`config.mk`:
```
export PLATFORM = sky130hd
export DESIGN_NAME = pic_host_link
export DESIGN_NICKNAME = d
export VERILOG_FILES = /design/src/rtl/pic_link_pkg.sv /design/src/rtl/pic_port_sampler.sv /design/src/rtl/pic_host_link.sv
export SDC_FILE = /design/constraint.sdc
export NUM_CORES = 1
export LEC_CHECK = 0
export ABC_AREA = 1
export ABC_CLOCK_PERIOD_IN_PS = 3080
export CORE_MARGIN = 2
export CORE_UTILIZATION = 30
export DETAILED_ROUTE_END_ITERATION = 7
export PLACE_DENSITY = 0.53
export SKIP_CTS_REPAIR_TIMING = 1
export SLEW_MARGIN = 5
export SYNTH_ARGS = -nofsm -noshare
export SYNTH_HDL_FRONTEND = slang
export SYNTH_SLANG_ARGS = --single-unit
```
`constraint.sdc`:
```
create_clock -name clk -period 3.08 [get_ports clk]
set_input_delay 0.924 -clock clk [delete_from_list [all_inputs] [get_ports clk]]
set_output_delay 0.924 -clock clk [all_outputs]
set_load 0.03 [all_outputs]
```
`src/rtl/pic_link_pkg.sv`:
```
// pic_link_pkg: shared port-A signal codes, link stages and port-B drive values.
package pic_link_pkg;
    localparam logic [3:0] CODE_READY   = 4'h1;
    localparam logic [3:0] CODE_BUSY    = 4'h4;
    localparam logic [3:0] CODE_CHECK   = 4'hA;
    localparam logic [3:0] CODE_RESULTH = 4'hD;
    localparam logic [3:0] CODE_RESULTV = 4'hE;
    localparam logic [3:0] CODE_END     = 4'hF;

    localparam logic [7:0] DRV_DONE = 8'hFF;
    localparam logic [7:0] DRV_MORE = 8'h00;

    typedef enum logic [2:0] {
        ST_INIT,
        ST_READ,
        ST_RESULTH,
        ST_RESULTV,
        ST_END
    } stage_e;

    function automatic logic [7:0] drive_for(input logic finished);
        return finished ? DRV_DONE : DRV_MORE;
    endfunction
endpackage

```
`src/rtl/pic_port_sampler.sv`:
```
// pic_port_sampler: registers PIC ports A/B/C and flags a change of the port-A code.
//   clk, rst      : clock, synchronous active-high reset
//   a_i, b_i, c_i : raw PIC port values
//   evt_o         : registered A differs from the previously seen A
//   code_o        : registered A (the code that fired the event)
//   b_o, c_o      : registered B and C, captured with A
module pic_port_sampler (
    input  logic       clk,
    input  logic       rst,
    input  logic [3:0] a_i,
    input  logic [7:0] b_i,
    input  logic [7:0] c_i,
    output logic       evt_o,
    output logic [3:0] code_o,
    output logic [7:0] b_o,
    output logic [7:0] c_o
);
    logic [3:0] a_q, a_prev_q;
    logic [7:0] b_q, c_q;

    // a_prev only needs to follow a_q on an event; outside events they already match.
    always_ff @(posedge clk) begin
        if (rst) begin
            a_q      <= 4'h0;
            b_q      <= 8'h00;
            c_q      <= 8'h00;
            a_prev_q <= 4'h0;
        end else begin
            a_q      <= a_i;
            b_q      <= b_i;
            c_q      <= c_i;
            a_prev_q <= a_q;
        end
    end

    assign evt_o  = a_q != a_prev_q;
    assign code_o = a_q;
    assign b_o    = b_q;
    assign c_o    = c_q;
endmodule

```
`src/rtl/pic_host_link.sv`:
```
// pic_host_link: host-side master for the PIC port-A convolution protocol.
//   port_a_in/b_in/c_in : PIC ports; port_b_out/c_out/bc_oe : host drive of B/C
//   pix_valid/data/ready, src_done : pixel source stream
//   res_valid/ready, res_h, res_v   : result pair sink
//   done, err_* (sticky), pix_count, res_count : status
module pic_host_link
    import pic_link_pkg::*;
#(
    parameter int NEIGHBOURS = 9,
    parameter int CNT_W      = 16
) (
    input  logic             clk,
    input  logic             rst,
    input  logic [3:0]       port_a_in,
    input  logic [7:0]       port_b_in,
    input  logic [7:0]       port_c_in,
    output logic [7:0]       port_b_out,
    output logic [7:0]       port_c_out,
    output logic             port_bc_oe,
    input  logic             pix_valid,
    input  logic [7:0]       pix_data,
    output logic             pix_ready,
    input  logic             src_done,
    output logic             res_valid,
    input  logic             res_ready,
    output logic [15:0]      res_h,
    output logic [15:0]      res_v,
    output logic             done,
    output logic             err_underrun,
    output logic             err_overrun,
    output logic             err_proto,
    output logic [CNT_W-1:0] pix_count,
    output logic [CNT_W-1:0] res_count
);
    logic       evt;
    logic [3:0] code;
    logic [7:0] b_s, c_s;

    pic_port_sampler u_sampler (
        .clk    (clk),
        .rst    (rst),
        .a_i    (port_a_in),
        .b_i    (port_b_in),
        .c_i    (port_c_in),
        .evt_o  (evt),
        .code_o (code),
        .b_o    (b_s),
        .c_o    (c_s)
    );

    stage_e           stage_q, stage_d;
    logic [7:0]       port_b_q, port_b_d;
    logic             oe_q, oe_d, pix_ready_q, pix_ready_d, res_valid_q, res_valid_d;
    logic [15:0]      res_h_q, res_h_d, res_v_q, res_v_d;
    logic             under_q, under_d, over_q, over_d, proto_q, proto_d;
    logic             seen_q, seen_d;
    logic [CNT_W-1:0] pix_cnt_q, pix_cnt_d, res_cnt_q, res_cnt_d, win_q, win_d;

    logic rdy, chk, rh, rv;
    assign rdy = evt && code == CODE_READY;
    assign chk = evt && code == CODE_CHECK;
    assign rh  = evt && code == CODE_RESULTH;
    assign rv  = evt && code == CODE_RESULTV;

    always_ff @(posedge clk) begin
        if (rst) begin
            stage_q     <= ST_INIT;
            port_b_q    <= DRV_MORE;
            oe_q        <= 1'b1;
            pix_ready_q <= 1'b0;
            res_valid_q <= 1'b0;
            res_h_q     <= 16'h0000;
            res_v_q     <= 16'h0000;
            under_q     <= 1'b0;
            over_q      <= 1'b0;
            proto_q     <= 1'b0;
            seen_q      <= 1'b0;
            pix_cnt_q   <= '0;
            res_cnt_q   <= '0;
            win_q       <= '0;
        end else begin
            stage_q     <= stage_d;
            port_b_q    <= port_b_d;
            oe_q        <= oe_d;
            pix_ready_q <= pix_ready_d;
            res_valid_q <= res_valid_d;
            res_h_q     <= res_h_d;
            res_v_q     <= res_v_d;
            under_q     <= under_d;
            over_q      <= over_d;
            proto_q     <= proto_d;
            seen_q      <= seen_d;
            pix_cnt_q   <= pix_cnt_d;
            res_cnt_q   <= res_cnt_d;
            win_q       <= win_d;
        end
    end

    always_comb begin
        stage_d = stage_q;
        case (stage_q)
            ST_INIT:    if (chk) stage_d = src_done ? ST_END : ST_READ;
            ST_READ:    if (rh) stage_d = ST_RESULTH;
            ST_RESULTH: if (rv) stage_d = ST_RESULTV;
            ST_RESULTV: if (chk) stage_d = src_done ? ST_END : ST_READ;
            default:    stage_d = ST_END;
        endcase
    end

    // A new result in RESULTV overrides the handshake clear so res_valid stays high.
    always_comb begin
        port_b_d    = port_b_q;
        oe_d        = oe_q;
        pix_ready_d = 1'b0;
        res_valid_d = res_valid_q && !res_ready;
        res_h_d     = res_h_q;
        res_v_d     = res_v_q;
        under_d     = under_q;
        over_d      = over_q;
        proto_d     = proto_q;
        seen_d      = seen_q;
        pix_cnt_d   = pix_cnt_q;
        res_cnt_d   = res_cnt_q;
        win_d       = win_q;
        case (stage_q)
            ST_INIT: if (chk) port_b_d = drive_for(src_done);
            ST_READ: begin
                if (rdy && pix_valid) begin
                    port_b_d    = pix_data;
                    pix_ready_d = 1'b1;
                    pix_cnt_d   = pix_cnt_q + CNT_W'(1);
                    win_d       = win_q + CNT_W'(1);
                end
                if (rdy && !pix_valid) begin
                    port_b_d = DRV_MORE;
                    under_d  = 1'b1;
                end
                if (rh) begin
                    proto_d = proto_q | (win_q != CNT_W'(NEIGHBOURS));
                    win_d   = '0;
                    oe_d    = 1'b0;
                end
            end
            ST_RESULTH: begin
                if (rdy) begin
                    res_h_d = {b_s, c_s};
                    proto_d = proto_q | seen_q;
                    seen_d  = 1'b1;
                end
                if (rv) begin
                    proto_d = proto_q | !seen_q;
                    seen_d  = 1'b0;
                end
            end
            ST_RESULTV: begin
                if (rdy) begin
                    over_d      = over_q | (res_valid_q && !res_ready);
                    res_v_d     = {b_s, c_s};
                    res_valid_d = 1'b1;
                    res_cnt_d   = res_cnt_q + CNT_W'(1);
                end
                if (chk) begin
                    oe_d     = 1'b1;
                    port_b_d = drive_for(src_done);
                end
            end
            default: begin
                oe_d     = 1'b1;
                port_b_d = DRV_DONE;
            end
        endcase
    end

    assign port_b_out   = port_b_q;
    assign port_c_out   = 8'h00;
    assign port_bc_oe   = oe_q;
    assign pix_ready    = pix_ready_q;
    assign res_valid    = res_valid_q;
    assign res_h        = res_h_q;
    assign res_v        = res_v_q;
    assign done         = stage_q == ST_END;
    assign err_underrun = under_q;
    assign err_overrun  = over_q;
    assign err_proto    = proto_q;
    assign pix_count    = pix_cnt_q;
    assign res_count    = res_cnt_q;
endmodule

```
==> run notes, run 1 <==
Figures from the implementation reports.

- The data required time at the worst endpoint reads 2.16 ns.
- The flow ran to the end, and the final reports show no timing, DRC or antenna violations.
- The gate count of the mapped netlist is about 820.
- The non-clock buffer area fraction after layout is between 10% and 20%.
- After synthesis, the share of flip-flops with an asynchronous set or reset is 0%.
- TritonCTS built the clock tree.
- The count of final setup violators is 0.
- The slack of the worst reg-to-reg path reads 1.17 ns.
- The data arrival at the endpoint of the critical path reads 1.76 ns.
- The startpoint of the most critical register-to-register path is u_sampler.code_o[1].
- The synthesis-stage register bit count reads 122.
- In this build the clock could be raised as far as ~0.37 GHz.
- The startpoint identified for the worst hold timing path is err_proto.
- The die boundary width is around 140 µm.
- The number of filler cells placed in the layout is 2067.
- For the combinational group, total power comes out at 0.000318 W.
- The power density over the cells reads 513.4 nW/µm².
- The most used logic cell in the final layout reads sky130_fd_sc_hd__nand2_1.
- The top cell class by occupied area reads multi-input combinational cells.
- The end of the worst hold path reads err_proto.
- Measured in cells, the most critical reg-to-reg path has a length of 9.
- The initial antenna violation count came to 0.
- The final timing report gives a worst setup slack of between 0.3 and 0.4 ns.
- The standby leakage power reads 3.001 nW.
- The number of DRC markers after the initial detailed-route iteration reads 230.
[run 1: through the flow]
step	util (%)	area, µm²
after CTS	39.83	7726
after global routing	39.83	7726
after global placement	36.78	7136
after floorplan	-	5923
after detailed placement	36.78	7136
final	39.83	7726
[run 1: cells by family after synthesis]
family,count (synthesis),share of synthesized area [%]
buffers and inverters,126,10.23
xor gates and xnor gates,23,3.416
AOI/OAI and AO/OA,92,8.975
adders and majority gates,4,0.8488
DFF,122,41.42
and+or+nand+nor,450,35.05
other,1,0.06359
[run 1: routing by layer]
layer  global-route usage [%]  up-vias  routed length, µm
met2                    23.26      133               6551
met4                    4.752        0                164
met1                    20.12     2395               7383
met3                    5.927       11               1217
li1                         -     2784                  -
met5                        0        -                  0
[run 1: synthesized netlist by cell type (6+ instances only)]
cell type | instances | area, µm²
sky130_fd_sc_hd__nand2_1 | 179 | 671.9
sky130_fd_sc_hd__nor2_1 | 148 | 555.5
sky130_fd_sc_hd__dfxtp_1 | 122 | 2442
sky130_fd_sc_hd__inv_1 | 78 | 292.8
sky130_fd_sc_hd__nand3_1 | 59 | 295.3
sky130_fd_sc_hd__a21oi_1 | 44 | 220.2
sky130_fd_sc_hd__o21ai_0 | 25 | 125.1
sky130_fd_sc_hd__a21oi_2 | 15 | 131.4
sky130_fd_sc_hd__nand3_2 | 15 | 150.1
sky130_fd_sc_hd__nor3_1 | 15 | 75.07
sky130_fd_sc_hd__xor2_1 | 14 | 122.6
sky130_fd_sc_hd__clkbuf_1 | 13 | 48.80
sky130_fd_sc_hd__buf_4 | 12 | 90.09
sky130_fd_sc_hd__nand4_1 | 11 | 68.82
sky130_fd_sc_hd__xnor2_1 | 9 | 78.83
sky130_fd_sc_hd__inv_2 | 8 | 30.03
sky130_fd_sc_hd__buf_6 | 6 | 67.56
**Run 1: routing congestion**

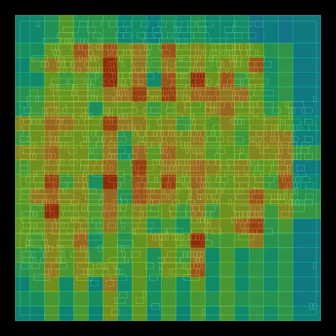
overall track demand over capacity in global routing: 15.32%
average routed wire per standard cell: 12.76 µm
Core Util, Final: 39.83%
global routing usage on met1: 20.12%

**Run 1: logic cells by family**

(3 px per µm)
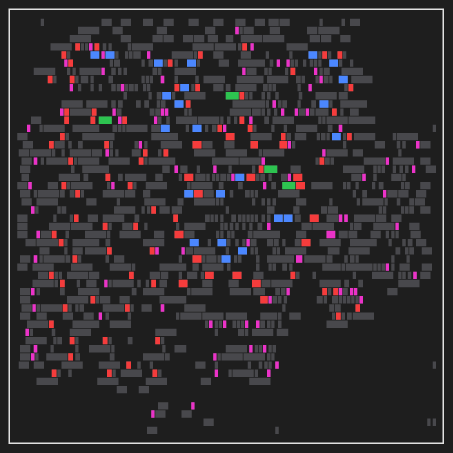
XOR/XNOR gates -> blue  # cells 23, most used xor2_1
inverting AOI/OAI gates -> red  # cells 90, most used a21oi_1
inverters -> magenta  # cells 88, most used inv_1, where widely spread
adder and majority cells -> green  # cells 4, most used ha_1

**Run 1: the metal 2 layer**

(2 px per µm) Cells faint in the background.
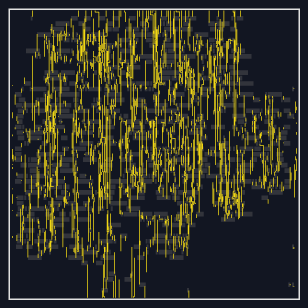
main direction = vertical
longest straight run = 45.9 µm

**Run 1: register map, names as in the netlist**

(3 px per µm) Other sequential cells in the stronger gray, the rest of the logic in the fainter gray.
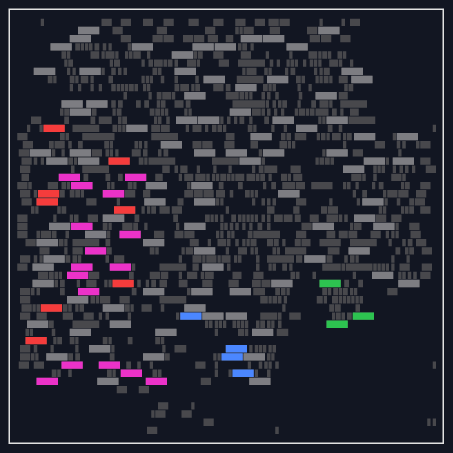
res_h -> magenta  # flops 16
stage_q -> green  # flops 3
u_sampler.c_o -> red  # flops 8
u_sampler.code_o -> blue  # flops 4, where bottom center
not colored = 91

==> run 1 -> run 2 <==
==> constraint.sdc (replaced) <==
create_clock -name clk -period 3.08 [get_ports clk]
set_input_delay 0.462 -clock clk [delete_from_list [all_inputs] [get_ports clk]]
set_output_delay 0.462 -clock clk [all_outputs]
set_load 0.03 [all_outputs]
**Run 2: layout detail**

Window x 52 to 92, y 81 to 121 µm. Cells in gray, sequential cells in the stronger gray; small squares are vias.
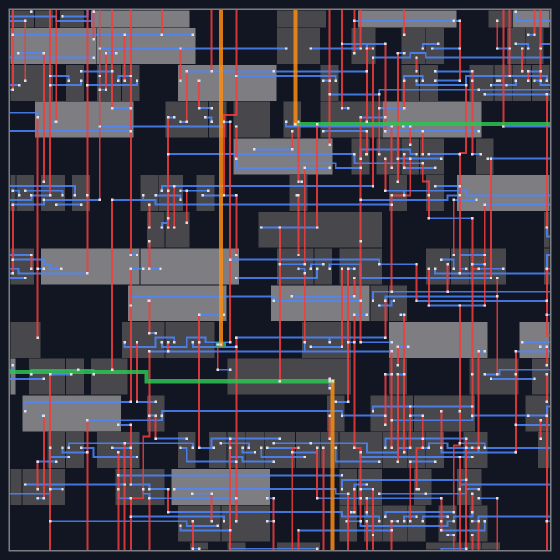
metal 1 -> blue
metal 2 -> red
metal 4 -> orange
metal 3 -> green
most frequent = nand2_1 (23), nor2_1 (14), dfxtp_1 (14)
sequential cells in the window = 14
netlist names of flops here include = win_q (6), pix_count (4), res_count (4)
cells with their middle in the window = 105

**Run 2: register map, names as in the netlist**

(3 px per µm) Other sequential cells in the stronger gray, the rest of the logic in the fainter gray.
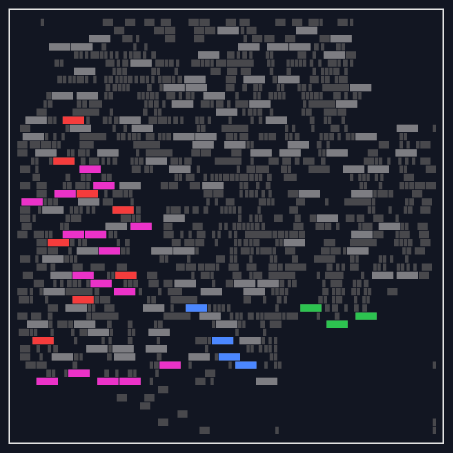
u_sampler.c_o -> red  # flops 8, where middle left
u_sampler.code_o -> blue  # flops 4, where bottom center
res_h -> magenta  # flops 16
stage_q -> green  # flops 3

==> run notes, run 2 <==
Figures from the implementation reports.

- The finished cells cover between 7000 and 8000 µm².
- The flow ran to the end, and the final reports show no timing, DRC or antenna violations.
- In the final routed layout, each cell accounts on average for 12.58 µm.
- Per the synth stats, the proportion of register bits with asynchronous set or reset is 0%.
- The gate count of the mapped netlist reads 818.
- Ranked by total cell area, the synthesized netlist is headed by sky130_fd_sc_hd__dfxtp_1 41%, sky130_fd_sc_hd__nand2_1 11%, sky130_fd_sc_hd__nor2_1 9.4%, sky130_fd_sc_hd__nand3_1 5.0%, sky130_fd_sc_hd__inv_1 5.0%.
- The initial antenna violation count is 0.
- The highest attainable clock frequency is 0.4556 GHz.
- The data required time at the worst endpoint is between 2 and 3 ns.
- The share of Yosys cell area claimed by the top area cell type is 41.42%.
- The top cell class by occupied area reads multi-input combinational cells.
- The most common cell in the netlist is sky130_fd_sc_hd__nand2_1.
- The depth of the worst register-to-register path is 9.
- The post-synthesis cell type with the largest combined area is sky130_fd_sc_hd__dfxtp_1.
- The total cell area at the placement stage is 7136 µm².
- The standby leakage power reads about 3.0 nW.
- The overall routing resource usage is 15.13%.
- The number of global-route vias before repair is 5084.
- Setup slack on the critical path of the routed design comes to ~0.89 ns.
- Counting only logic cells after layout, the most numerous master is sky130_fd_sc_hd__nand2_1.
- In the synthesized netlist, the cells that appear most often are 179 x sky130_fd_sc_hd__nand2_1, 148 x sky130_fd_sc_hd__nor2_1, 122 x sky130_fd_sc_hd__dfxtp_1.
- The CTS tree is built.
- Non-clock buffers make up 14.87% of the layout cell area.
- The synthesis-stage register bit count reads about 120.
- The OpenROAD report gives the critical path a data arrival time of about 1.7 ns.
- Counting the fill cells in the layout gives slightly above 2000.
- The flow reported a cell area power density of 503.2 nW/µm².
- The die is approximately 140 µm wide.
**Run 2: the metal 2 layer**

(2 px per µm) Cells faint in the background.
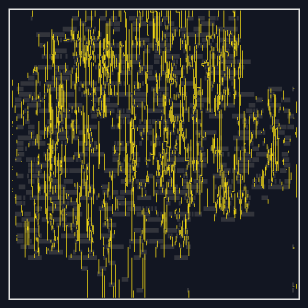
nets with wire on the layer = 696
wire length on this layer = 6420 µm
longest straight run = 45.6 µm

-- run 2: cell count changes in the layout (fill, tap and decap cells not counted), sizes merged --
cell      previous run  this run
bufinv               2         0
clkinvlp             2         3
inv                 94        95
clkinv               4         2
clkbuf              18        20
-- run 2: cell families after synthesis --
group | share of synthesized area, %
flops | 41.42
simple gates | 35.05
other cells | 0.06359
fa+ha+maj | 0.8488
xor+xnor | 3.416
compound gates | 8.975
buf+inv | 10.23
-- run 2: path summary, 6_finish.rpt --
| path | from | to | slack [ns] |
|---|---|---|---|
| max | stage_q[2] | done | 0.89 |
| max reg2reg | u_sampler.code_o[1] | win_q[3] | 1.20 |
| min reg2reg | err_overrun | err_overrun | 0.45 |
| min | err_overrun | err_overrun | 0.45 |
-- run 2: layer usage --
metal,GRT usage [%],vias to the layer above,part of all wire [%]
met5,0,-,0
met4,3.935,0,0.74
met3,5.960,13,7.7
met2,23.16,117,43
met1,19.95,2307,49
li1,-,2785,-
-- run 2: stage by stage --
step / instances / utilization, %
6_report: 1200 / 39.73
5_1_grt: 1200 / 39.73
4_1_cts: 1200 / 39.73
3_5_place_dp: 1168 / 36.78
3_3_place_gp: 1168 / 36.78
2_1_floorplan: 825 / -
-- run 2: power by group --
part,internal [W],switching (W)
clock network,0.00112,0.000808
logic,0.000119,0.000197
registers,0.00162,0.0000213
-- run 2: worst max-delay path, delay by kind of cell (launching register included) --
kind / cells / cell delay, ns
AND/OR/NAND/NOR: 1 / 0.18
flip-flops: 1 / 0.35
buffers and inverters: 2 / 0.79
==> run 2 -> run 3 <==
ABC_CLOCK_PERIOD_IN_PS = 1900   (was 3080)
PLACE_DENSITY = 0.55   (was 0.53)
clock period = 1.9 ns   (was 3.08 ns; I/O delays follow)
**Run 3: routing congestion**

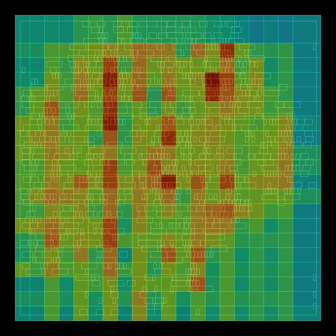
met2 routing resource usage after global routing: 24.39%
GR Layer Usage met3: 5.695%
overall track demand over capacity in global routing: 15.48%
Top Usage Layer GRT: met2

**Run 3: layout detail**

Window x 52 to 92, y 81 to 121 µm. Cells in gray, sequential cells in the stronger gray; small squares are vias.
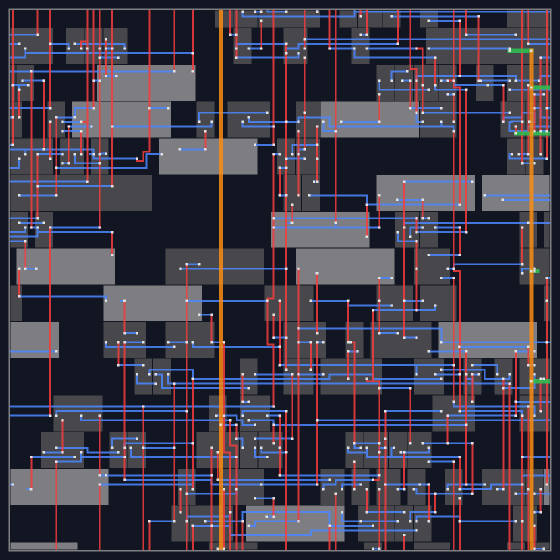
metal 2 -> red
metal 1 -> blue
metal 4 -> orange
metal 3 -> green
most frequent = nand2_1 (18), dfxtp_1 (13), nor2_1 (12)
sequential cells in the window = 13
netlist names of flops here include = win_q (6), pix_count (4), res_count (3)
cells with their middle in the window = 100

==> run notes, run 3 <==
Figures from the implementation reports.

- The mux contribution to synthesized area is 0%.
- The share of Yosys cell area claimed by the top area cell type reads slightly above 40%.
- The simple-gate share of the synthesized area reads 35.05%.
- Looking at area per cell type in the netlist, the leader is sky130_fd_sc_hd__dfxtp_1.
- The flow ran to the end, and the final reports show no timing, DRC or antenna violations.
- Sorting the synthesized cells by area gives the leading types as sky130_fd_sc_hd__dfxtp_1 41%, sky130_fd_sc_hd__nand2_1 11%, sky130_fd_sc_hd__nor2_1 9.4%, sky130_fd_sc_hd__nand3_1 5.0%, sky130_fd_sc_hd__inv_1 5.0%.
- The final cell count without fillers reads roughly 1200.
- The synthesized-area fraction occupied by adder cells is 0.8487%.
- The sequential share of power reads 40.2%.
- Data on the critical path is required at its endpoint by around 1.6 ns.
- The most used logic cell in the final layout reads sky130_fd_sc_hd__nand2_1.
- The commonest cells after synthesis are 179 x sky130_fd_sc_hd__nand2_1, 148 x sky130_fd_sc_hd__nor2_1, 122 x sky130_fd_sc_hd__dfxtp_1.
- The type of the most critical hold path reads input pin to flip-flop.
- The initial antenna violation count was 0.
- The top power group is clock.
- The CTS tree is built.
- The power consumed by sequential cells reads 0.00266 W.
- The total cell area at the placement stage reads between 7000 and 8000 µm².
- The net switching power reads 0.001531 W.
- The count of final setup violators is 0.
- The average routed wire per standard cell reads 12.51 µm.
- The power in combinational cells is 0.000526 W.
- The synthesized netlist handed to floorplanning was reported with a cell count of between 800 and 900.
- The xor-xnor portion of the synthesized cell area is 3.416%.
- The die boundary width is 144.2 µm.
- The gate-level netlist out of Yosys references 44 unique cell types.
- Net switching is 23.17% of the power.
- Among all flip-flop cells after synthesis, the most frequent one is sky130_fd_sc_hd__dfxtp_1.
- The congestion estimate from routability-driven global placement came to 0.8184.
- The clock network accounts for 51.8% of the total power.
- The area fraction in compound gates is 8.975%.
- For the clock group, total power comes out at between 0.003 and 0.004 W.
- The combinational power share reads under 10%.
- Fill cells in the final layout number 2076.
- The core utilization of the finished layout is 40.83%.
- The main logic family after synthesis is simple AND/OR/NAND/NOR gates.
- The synthesis-stage register bit count is 122.
- sky130_fd_sc_hd__nand2_1 is the most common cell in the netlist.
- The internal power reads 0.005078 W.
- Setup slack closes at approximately 0.062 ns.
- Counting tap cells, the placed design contains a total of roughly 1200 instances.
- The number of global-route vias before repair reads between 5000 and 6000.
**Run 3: the metal 2 layer**

(2 px per µm) Cells faint in the background.
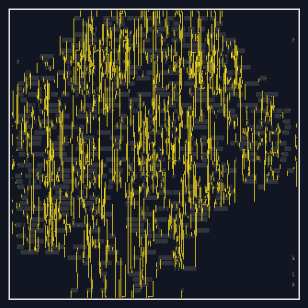
main direction = vertical
wire length on this layer = 6630 µm
longest straight run = 53.4 µm
share of all routed wire = 44%

-- run 3: cell count changes in the layout (fill, tap and decap cells not counted), sizes merged --
cell / before / now
dlymetal6s2s: 0 / 9
buf: 6 / 19
clkdlybuf4s50: 110 / 101
inv: 95 / 88
clkinv: 2 / 4
bufinv: 0 / 4
-- run 3: cell families (layout without fill, tap and decap cells) --
group,after synthesis,in the layout
adder cells (fa/ha/maj),4,4
buffers and inverters,126,248
AND/OR/NAND/NOR,450,450
XOR/XNOR,23,23
AND-OR/OR-AND,92,92
flip-flops,122,122
other,1,8
-- run 3: worst paths after layout --
| kind | startpoint | endpoint | slack [ns] | cells past startpoint |
|---|---|---|---|---|
| worst min-delay path | rst | res_v[14] | 0.34 | 5 |
| worst max register to register | u_sampler.code_o[2] | win_q[11] | 0.19 | 11 |
| worst max-delay path | res_count[9] | res_count[9] | 0.06 | 1 |
| worst min register to register | err_overrun | err_overrun | 0.45 | 2 |
-- run 3: final cells by class --
cell class | instances | area [µm²] | area share [%]
multi-input cells | 577 | 2878 | 36.33
repair buffers | 129 | 1304 | 16.46
well taps | 265 | 331.6 | 4.186
flip-flops and latches | 122 | 2442 | 30.84
inverters | 88 | 337.8 | 4.265
clock inverters | 11 | 170.2 | 2.148
clock buffers | 20 | 456.7 | 5.766
-- run 3: routing by layer --
metal | GRT usage (%) | wire, µm | vias up
met5 | 0 | 0 | -
li1 | - | - | 2810
met2 | 24.39 | 6631 | 132
met1 | 19.65 | 7273 | 2371
met3 | 5.695 | 1075 | 11
met4 | 5.161 | 178 | 0
No activity file was given, so power comes from the tool's default toggle rates.
